### src/rtl/branch_resolve_bht_if.sv
`default_nettype none
// ============================================================================
// Module      : branch_resolve_bht_if
// Description : Fetch-lookup / execute-resolve / redirect bundle for the
//               branch resolution and history table block.
// Revision    : 1.0 - initial release
// ============================================================================
interface branch_resolve_bht_if #(
    parameter int N = 16
);
    logic [N-1:0]  f_pc;
    logic          f_pred_taken;
    logic          ex_valid;
    logic          ex_is_branch;
    logic [N-1:0]  ex_pc;
    logic          ex_pred_taken;
    logic          cond;
    logic [N-1:0]  ex_target;
    logic [N-1:0]  ex_pc_inc;
    logic          stall;
    logic          redirect;
    logic [N-1:0]  redirect_pc;
    logic          flush;
    logic [15:0]   mispredict_cnt;

    // Pipeline side: supplies lookup and resolve information.
    modport master (
        output f_pc, ex_valid, ex_is_branch, ex_pc, ex_pred_taken, cond,
               ex_target, ex_pc_inc, stall,
        input  f_pred_taken, redirect, redirect_pc, flush, mispredict_cnt
    );

    // Predictor/resolver side.
    modport slave (
        input  f_pc, ex_valid, ex_is_branch, ex_pc, ex_pred_taken, cond,
               ex_target, ex_pc_inc, stall,
        output f_pred_taken, redirect, redirect_pc, flush, mispredict_cnt
    );
endinterface
`default_nettype wire

### src/rtl/branch_resolve_bht.sv
`default_nettype none
// ============================================================================
// Module      : branch_resolve_bht
// Description : Execute-stage branch resolution with a direct-mapped table of
//               2-bit saturating counters, registered redirect/flush and a
//               saturating misprediction counter.
// Revision    : 1.0 - initial release
// ============================================================================
module branch_resolve_bht #(
    parameter int N        = 16,
    parameter int IDX_BITS = 4
) (
    input  wire                   clk,
    input  wire                   rst,
    branch_resolve_bht_if.slave   bus
);
    localparam int          c_DEPTH    = 2 ** IDX_BITS;
    localparam logic [1:0]  c_WEAK_NT  = 2'b01;
    localparam logic [1:0]  c_STRONG_T = 2'b11;
    localparam logic [1:0]  c_STRONG_N = 2'b00;
    localparam logic [15:0] c_CNT_MAX  = 16'hFFFF;

    logic [1:0]          r_bht [c_DEPTH];
    logic                r_redirect;
    logic [N-1:0]        r_redirect_pc;
    logic [15:0]         r_mispredict_cnt;

    logic [IDX_BITS-1:0] w_f_idx;
    logic [IDX_BITS-1:0] w_ex_idx;
    logic [1:0]          w_ex_entry;
    logic [1:0]          w_ex_entry_next;
    logic                w_resolve;
    logic                w_mispredict;

    // Halfword-aligned PCs: bit 0 never selects an entry.
    assign w_f_idx  = bus.f_pc[IDX_BITS:1];
    assign w_ex_idx = bus.ex_pc[IDX_BITS:1];

    // Table is written at the edge, so the lookup sees the pre-update value.
    assign bus.f_pred_taken = r_bht[w_f_idx][1];

    // The instruction behind a redirect is wrong-path and must be ignored.
    assign w_resolve    = bus.ex_valid & bus.ex_is_branch & ~bus.stall & ~r_redirect;
    assign w_mispredict = w_resolve & (bus.cond != bus.ex_pred_taken);

    assign w_ex_entry = r_bht[w_ex_idx];

    always_comb begin
        w_ex_entry_next = w_ex_entry;
        if (bus.cond) begin
            if (w_ex_entry != c_STRONG_T) begin
                w_ex_entry_next = w_ex_entry + 2'd1;
            end
        end else begin
            if (w_ex_entry != c_STRONG_N) begin
                w_ex_entry_next = w_ex_entry - 2'd1;
            end
        end
    end

    always_ff @(posedge clk or posedge rst) begin
        if (rst) begin
            for (int i = 0; i < c_DEPTH; i++) begin
                r_bht[i] <= c_WEAK_NT;
            end
        end else if (w_resolve) begin
            r_bht[w_ex_idx] <= w_ex_entry_next;
        end
    end

    // Redirect is a single-cycle pulse; redirect_pc holds between pulses.
    always_ff @(posedge clk or posedge rst) begin
        if (rst) begin
            r_redirect    <= 1'b0;
            r_redirect_pc <= '0;
        end else begin
            r_redirect <= w_mispredict;
            if (w_mispredict) begin
                r_redirect_pc <= bus.cond ? bus.ex_target : bus.ex_pc_inc;
            end
        end
    end

    always_ff @(posedge clk or posedge rst) begin
        if (rst) begin
            r_mispredict_cnt <= '0;
        end else if (w_mispredict && (r_mispredict_cnt != c_CNT_MAX)) begin
            r_mispredict_cnt <= r_mispredict_cnt + 16'd1;
        end
    end

    assign bus.redirect       = r_redirect;
    assign bus.flush          = r_redirect;
    assign bus.redirect_pc    = r_redirect_pc;
    assign bus.mispredict_cnt = r_mispredict_cnt;

    // PC bits outside the index field do not affect this block.
    wire w_unused = ^{bus.f_pc[N-1:IDX_BITS+1], bus.f_pc[0],
                      bus.ex_pc[N-1:IDX_BITS+1], bus.ex_pc[0]};

endmodule
`default_nettype wire
### src/flat_wrapper.sv
// flat-port wrapper written by rule: the top's interface ports become plain ports
module branch_resolve_bht_flat 
#(
    parameter int N        = 16,
    parameter int IDX_BITS = 4
)
  (clk, rst, bus_f_pc, bus_ex_valid, bus_ex_is_branch, bus_ex_pc, bus_ex_pred_taken, bus_cond, bus_ex_target, bus_ex_pc_inc, bus_stall, bus_f_pred_taken, bus_redirect, bus_redirect_pc, bus_flush, bus_mispredict_cnt);
  branch_resolve_bht_if #(.N(N)) bus_i ();
  input  wire clk;
  input  wire rst;
  input wire logic [$bits(bus_i.f_pc)-1:0] bus_f_pc;
  input wire logic [$bits(bus_i.ex_valid)-1:0] bus_ex_valid;
  input wire logic [$bits(bus_i.ex_is_branch)-1:0] bus_ex_is_branch;
  input wire logic [$bits(bus_i.ex_pc)-1:0] bus_ex_pc;
  input wire logic [$bits(bus_i.ex_pred_taken)-1:0] bus_ex_pred_taken;
  input wire logic [$bits(bus_i.cond)-1:0] bus_cond;
  input wire logic [$bits(bus_i.ex_target)-1:0] bus_ex_target;
  input wire logic [$bits(bus_i.ex_pc_inc)-1:0] bus_ex_pc_inc;
  input wire logic [$bits(bus_i.stall)-1:0] bus_stall;
  output wire logic [$bits(bus_i.f_pred_taken)-1:0] bus_f_pred_taken;
  output wire logic [$bits(bus_i.redirect)-1:0] bus_redirect;
  output wire logic [$bits(bus_i.redirect_pc)-1:0] bus_redirect_pc;
  output wire logic [$bits(bus_i.flush)-1:0] bus_flush;
  output wire logic [$bits(bus_i.mispredict_cnt)-1:0] bus_mispredict_cnt;
  assign bus_i.f_pc = bus_f_pc;
  assign bus_i.ex_valid = bus_ex_valid;
  assign bus_i.ex_is_branch = bus_ex_is_branch;
  assign bus_i.ex_pc = bus_ex_pc;
  assign bus_i.ex_pred_taken = bus_ex_pred_taken;
  assign bus_i.cond = bus_cond;
  assign bus_i.ex_target = bus_ex_target;
  assign bus_i.ex_pc_inc = bus_ex_pc_inc;
  assign bus_i.stall = bus_stall;
  assign bus_f_pred_taken = bus_i.f_pred_taken;
  assign bus_redirect = bus_i.redirect;
  assign bus_redirect_pc = bus_i.redirect_pc;
  assign bus_flush = bus_i.flush;
  assign bus_mispredict_cnt = bus_i.mispredict_cnt;
  branch_resolve_bht #(.N(N), .IDX_BITS(IDX_BITS)) u_core (.clk(clk), .rst(rst), .bus(bus_i));
endmodule
### config.mk
export PLATFORM = sky130hd
export DESIGN_NAME = branch_resolve_bht_flat
export DESIGN_NICKNAME = d
export VERILOG_FILES = /design/src/rtl/branch_resolve_bht_if.sv /design/src/rtl/branch_resolve_bht.sv /design/src/flat_wrapper.sv
export SDC_FILE = /design/constraint.sdc
export NUM_CORES = 1
export LEC_CHECK = 0
export CAP_MARGIN = 20
export CORE_MARGIN = 2
export CORE_UTILIZATION = 31
export CTS_CLUSTER_DIAMETER = 120
export CTS_CLUSTER_SIZE = 16
export DETAILED_ROUTE_END_ITERATION = 12
export PLACE_DENSITY = 0.65
export SYNTH_ARGS = -nofsm -noshare
export SYNTH_HDL_FRONTEND = slang
export SYNTH_SLANG_ARGS = --single-unit
### constraint.sdc
create_clock -name clk -period 5.7 [get_ports clk]
set_input_delay 0.57 -clock clk [delete_from_list [all_inputs] [get_ports clk]]
set_output_delay 0.57 -clock clk [all_outputs]
set_load 0.02 [all_outputs]
wires.png
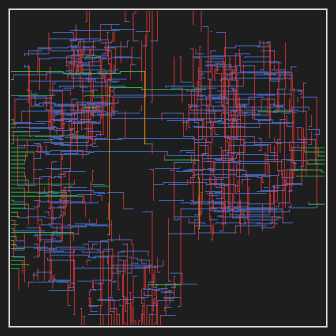
| layer | colour | wire length |
|---|---|---|
| metal 2 | red | 3390 µm |
| metal 3 | green | 437 µm |
| metal 1 | blue | 3350 µm |
| metal 4 | orange | 91.1 µm |

layer_met3.png
Scale bar: 20 µm. Cells faint in the background.
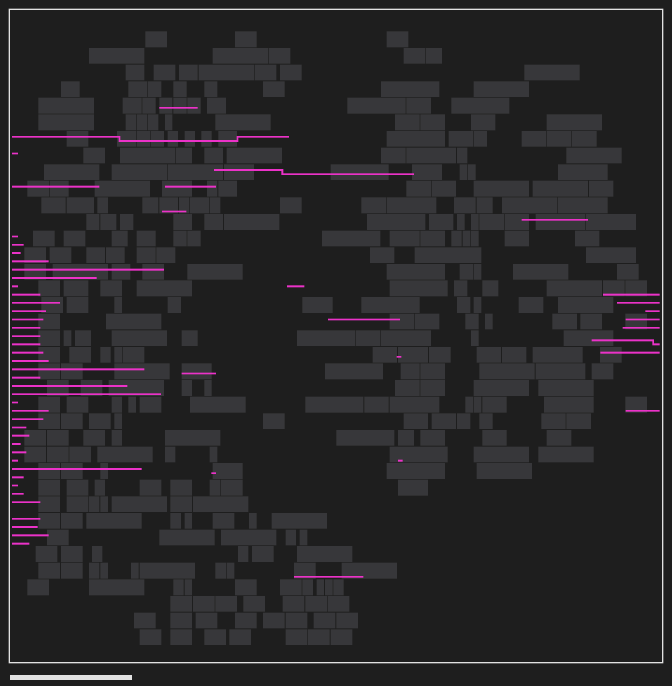
wire length on this layer: 437 µm
nets with wire on the layer: 53
longest straight run: 24.6 µm

==> run notes <==
Flow results are below.

- The final-report setup violation count is 0, for reference.
- The number of hold buffers added after CTS is 0, for reference.
- The critical path depth is 7, for reference.
- Checking hold timing, the worst path is listed with class flip-flop to flip-flop.
- The final hold slack is 0.481 ns, for reference.
- The maximum fanout encountered on the critical timing path is 33, for reference.
- The H-tree depth is 3, for reference.
- The source of the worst register-to-register timing path is u_core.bus.flush, for reference.
- The shortest period the worst path allows is roughly 3.3 ns, for reference.
- The worst setup margin is 2.37 ns, for reference.
- The number of warnings in the stage logs is 50, for reference.
- Sorting the synthesized cells by area gives the leading types as dfrtp_1 (37%), dfstp_2 (13%), mux2_2 (13%).
- Looking at the max-slew report, the worst-margin pin has a slew of 1.01 ns.
- The global-route wire length before repair is 12.4 mm, for reference.
- The clock sink total is 65, for reference.
- The pre-CTS setup check shows a worst slack of roughly 2 ns.
- TritonCTS built the clock tree.
- In the final report, the number of hold violations comes to 0.
- The met2 global-route usage is 21.7%, for reference.
- The detailed placer reported the number of placed instances as 464.
- The flow ran to the end, and the final reports show no timing, DRC or antenna violations.
- According to the timing report, the arrival time at the worst endpoint equals 3.56 ns.
- The number of register bits inferred by synthesis is 65, for reference.
- The synthesized design spends more area on one cell type than any other, namely dfrtp_1.
- The dominant combinational cell family by area after synthesis is multiplexers, for reference.
- The worst setup path is captured at a flip-flop.
- The area fraction in and, or, nand and nor cells is 10.4%, for reference.
- Detailed-route iteration 0 reported a violation count of 61.
- For reference, the final report shows the max-slew violation count at 0.
- The buffering overhead is 18.7%, for reference.
- The number of global-route vias before repair is 2483.
- Per the area breakdown, the dominant cell category is registers.
- The insertion delay of the later-clocked pin in the worst-skew pair is between 0.3 and 0.4 ns, for reference.
- The proportion of cell area occupied by registers is 37.3%, for reference.
- The number of tapcells is 136, for reference.
- The number of cells in the yosys synthesis report is 256, for reference.
- The critical path launch point type is an input pin, for reference.
- The synthesized-area fraction occupied by ao, oa, aoi and oai cells is 4.70%, for reference.
- Net switching is between 20 and 30% of the power.
layer_met2.png
Cells faint in the background.
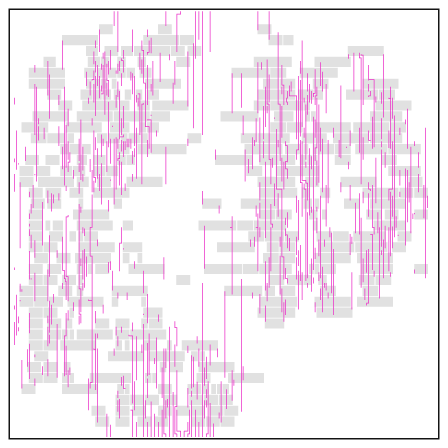
main direction: vertical
nets with wire on the layer: 331
share of all routed wire: 47%

